Figure 1. Clock routing.
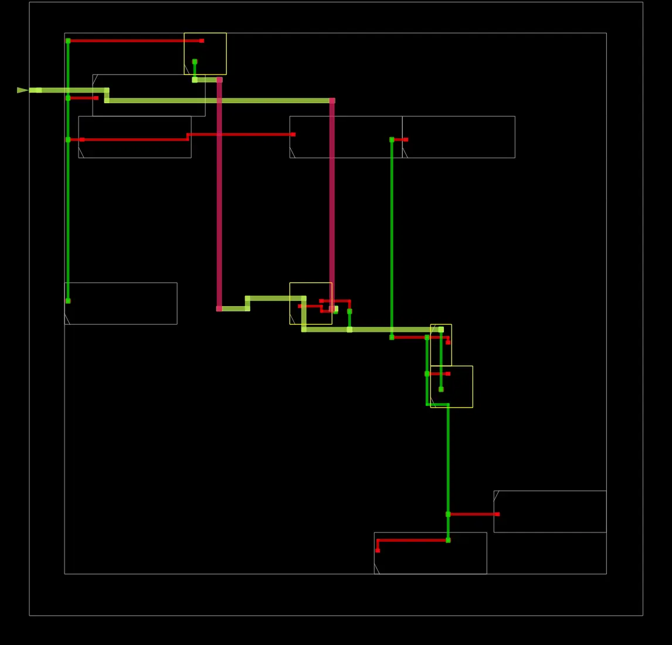
Figure 2. Metal layers overlaid.
Two of the layers only.
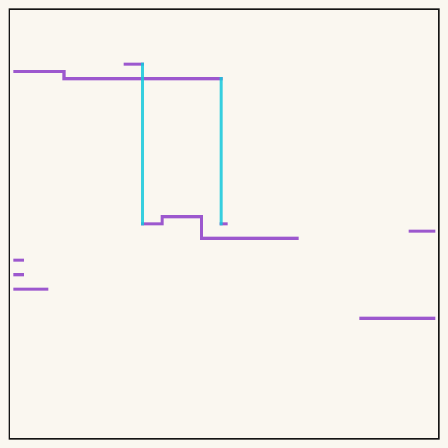
Figure 3. Clock distribution.
Scale bar: 10 um.
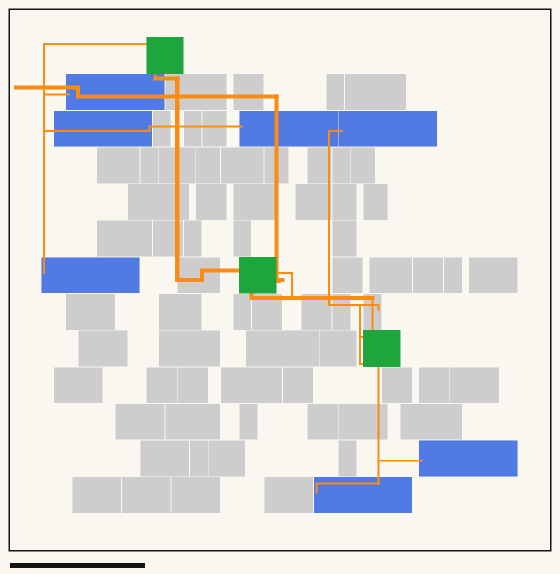
Figure 4. Placed cells, one colour a class.
Scale bar: 10 um.
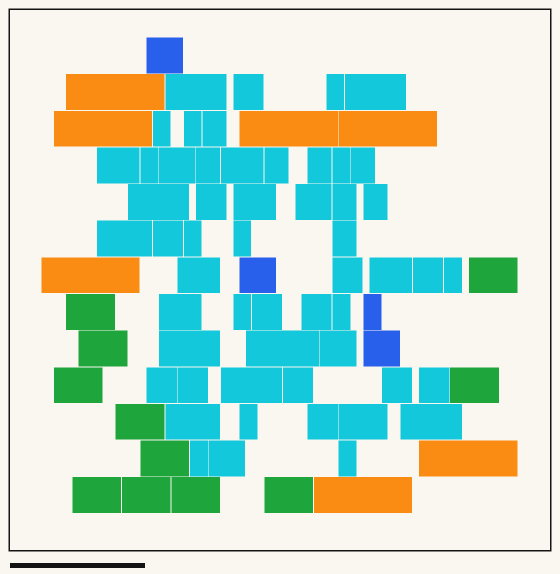
Figure 5. PDN straps and rails.
Pins as bars on the die edge.
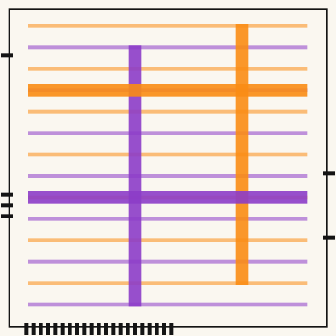
==> config.mk <==
export PLATFORM = sky130hd
export DESIGN_NAME = hazard_stall_controller
export DESIGN_NICKNAME = d
export VERILOG_FILES = /design/src/rtl/hazard_stall_controller.sv
export SDC_FILE = /design/constraint.sdc
export NUM_CORES = 1
export LEC_CHECK = 0
export CORE_MARGIN = 2
export CORE_UTILIZATION = 41
export CTS_CLUSTER_SIZE = 25
export DETAILED_ROUTE_END_ITERATION = 12
export PLACE_DENSITY_LB_ADDON = 0.12
export SKIP_LAST_GASP = 1
export SYNTH_ARGS = -nofsm -noshare
export SYNTH_HDL_FRONTEND = slang
export SYNTH_SLANG_ARGS = --single-unit
export TNS_END_PERCENT = 100
==> constraint.sdc <==
create_clock -name clk -period 4.1 [get_ports clk]
set_clock_uncertainty 0.1 [all_clocks]
set_input_delay 0.82 -clock clk [delete_from_list [all_inputs] [get_ports clk]]
set_output_delay 0.82 -clock clk [all_outputs]
set_load 0.005 [all_outputs]
==> flow_summary_export.csv <==
group,metric,value,unit
drt,drc,0,
synth,async_flop_share,0,
clock_network,ctsHtreeMaxLevel,1,
synth,most_common_cell,"dfxtp_1",
synth,ys_dominant_reg_cell,"dfxtp_1",
global_routing,grt_antenna_before_repair,0,
synth,synth_nets,92,
setup_path,slowest_stage,"or4_1",
place,hpwl,839.4,um
timing,post-route-min-period,3731,ps
setup_path,rr_worst_depth,6,
drt,drtPass1Iterations,4,
global_routing,grt_pass1_vias,430,
synth,synth-seq-cells,7,
place,dp.cells,87,
synth,postSynthSeqShare,0.2623,
flow_run,drv_cap,0,
run_status,status,"completed",
timing,final_hold_viol_count,0,
finish,num_antenna_cells,0,
place,gp_congestion,0.7071,
synth,synth_area,534.3,um^2
synth,ys_chip_area,534.3,um^2
timing,period_used_share,0.9100,
clock_network,cts_tree,"built",
clock_network,hold_buffers,0,
clock_network,cts_setup_buffers,0,
die,fp-utilization,0.4266,
die,pin_count,27,
timing,rsz0062_at_grt,"no",
die,fp-row-count,13,
setup_path,critical_path_arrival,2810,ps
drt,drt_wl_total,1.095,mm
synth,yosys.area.top_type,"dfxtp_1",
finish,final_nets,105,
clock_network,cts_resized,0,
finish,final_cell_mix,"clkdlybuf4s50_1, dfxtp_1, inv_1",
setup_path,cp-start-kind,"primary input",
synth,area_leaders,"dfxtp_1, ha_1, nand2b_1",
global_routing,overflow,0,
finish,stdcell_count,91,
finish,largest_reg_flops,4,
die,die_area,1608,um^2
power,peakVddDrop,0.1398,mV
timing,tns,0,ps
synth,yosys_warnings,0,
finish,area_growth,25.53,%
synth,synthDistinctLibCells,31,
synth,synth-edff-count,0,
finish,lay_top_count,"clkdlybuf4s50_1",
setup_path,crit_type,"in2out",
timing,worstMarginPinSlew,371.8,ps
drt,drt_first_iter_violations,8,
drt,vias,490,
power,p_leak,0.2594,nW
hold_path,hold_class,"reg2reg",
About Figure 1:
CTS Sinks: 7
cts bufs inserted: 3
Clk. pwr: 0.0682 mW
# clk buffers: 4
Clock Latency Late Sink: 260 ps

About Figure 2:
layer	colour	wire length
met3	purple	52.4 um
met4	cyan	28.6 um
post-DR wirelength/cell: 12.03 um
total global-route track usage: 0.1746

About Figure 3:
[flip-flops] blue | count: 7
[clock wires] orange | length: 164 um
[cells driving clock nets] green | count: 3
routed clock nets	4
Clk pwr share: 0.403

About Figure 4:
class	colour	cells
flip-flops	orange	7
clock drivers and dummy loads	blue	4
all other logic	cyan	54
other buffers and delay cells	green	11
register share of the cell area: 0.2090
final core utilization: 0.5355
CORE AREA: 1252 um^2

About Figure 5:
net	colour
VDD	orange
VSS	purple
signal pins	27
rows	13
Die Wd: 40.10 um
Die Ht: 40.10 um

## worst max-delay path, delay by kind of cell
kind                       cells  cell delay [ps]
AOI/OAI and AO/OA              1              200
adders and majority gates      1              270
buffers and inverters          2              960
and+or+nand+nor                1              560
## logic make-up after synthesis
family	synth area share
and+or+nand+nor	0.3068
AOI/OAI and AO/OA	0.2202
buffers and inverters	0.07727
DFF	0.2623
adders and majority gates	0.09368
muxes	0.03981
## cell type report
cell class / instances / area (um^2)
timing repair buffer: 11 / 110.1
multi-input combinational: 48 / 352.8
clock buffer: 4 / 26.28
sequential: 7 / 140.1
tap: 15 / 18.77
fill: 121 / 581.8
inverter: 6 / 22.52
## power breakdown
group | leakage, nW | switching [mW] | internal [mW]
Combinational | 0.187 | 0.0119 | 0.0170
Sequential | 0.0569 | 0.00190 | 0.0702
Clock | 0.0150 | 0.0307 | 0.0375
Total | 0.259 | 0.0446 | 0.125
## through the flow
step / setup slack (ps) / hold slack [ps] / total power [mW] / area [um^2] / util
2_1_floorplan: 1365 / 362.6 / 0.08832 / 534.3 / -
3_3_place_gp: 368.1 / 387.0 / 0.1023 / 644.4 / 0.5145
3_5_place_dp: 367.9 / 379.0 / 0.1024 / 644.4 / 0.5145
4_1_cts: 353.5 / 388.6 / 0.1706 / 670.6 / 0.5355
5_1_grt: 240.9 / 406.7 / 0.1752 / 670.6 / 0.5355
6_report: 368.8 / 388.7 / 0.1693 / 670.6 / 0.5355
## per-layer routing
| layer | track usage | wire length, um |
|---|---|---|
| met3 | 0.06667 | 52 |
| met1 | 0.2189 | 542 |
| met2 | 0.2500 | 472 |
| met5 | 0 | 0 |
| met4 | 0.1034 | 28 |
Power is estimated from default activity; no workload was simulated.
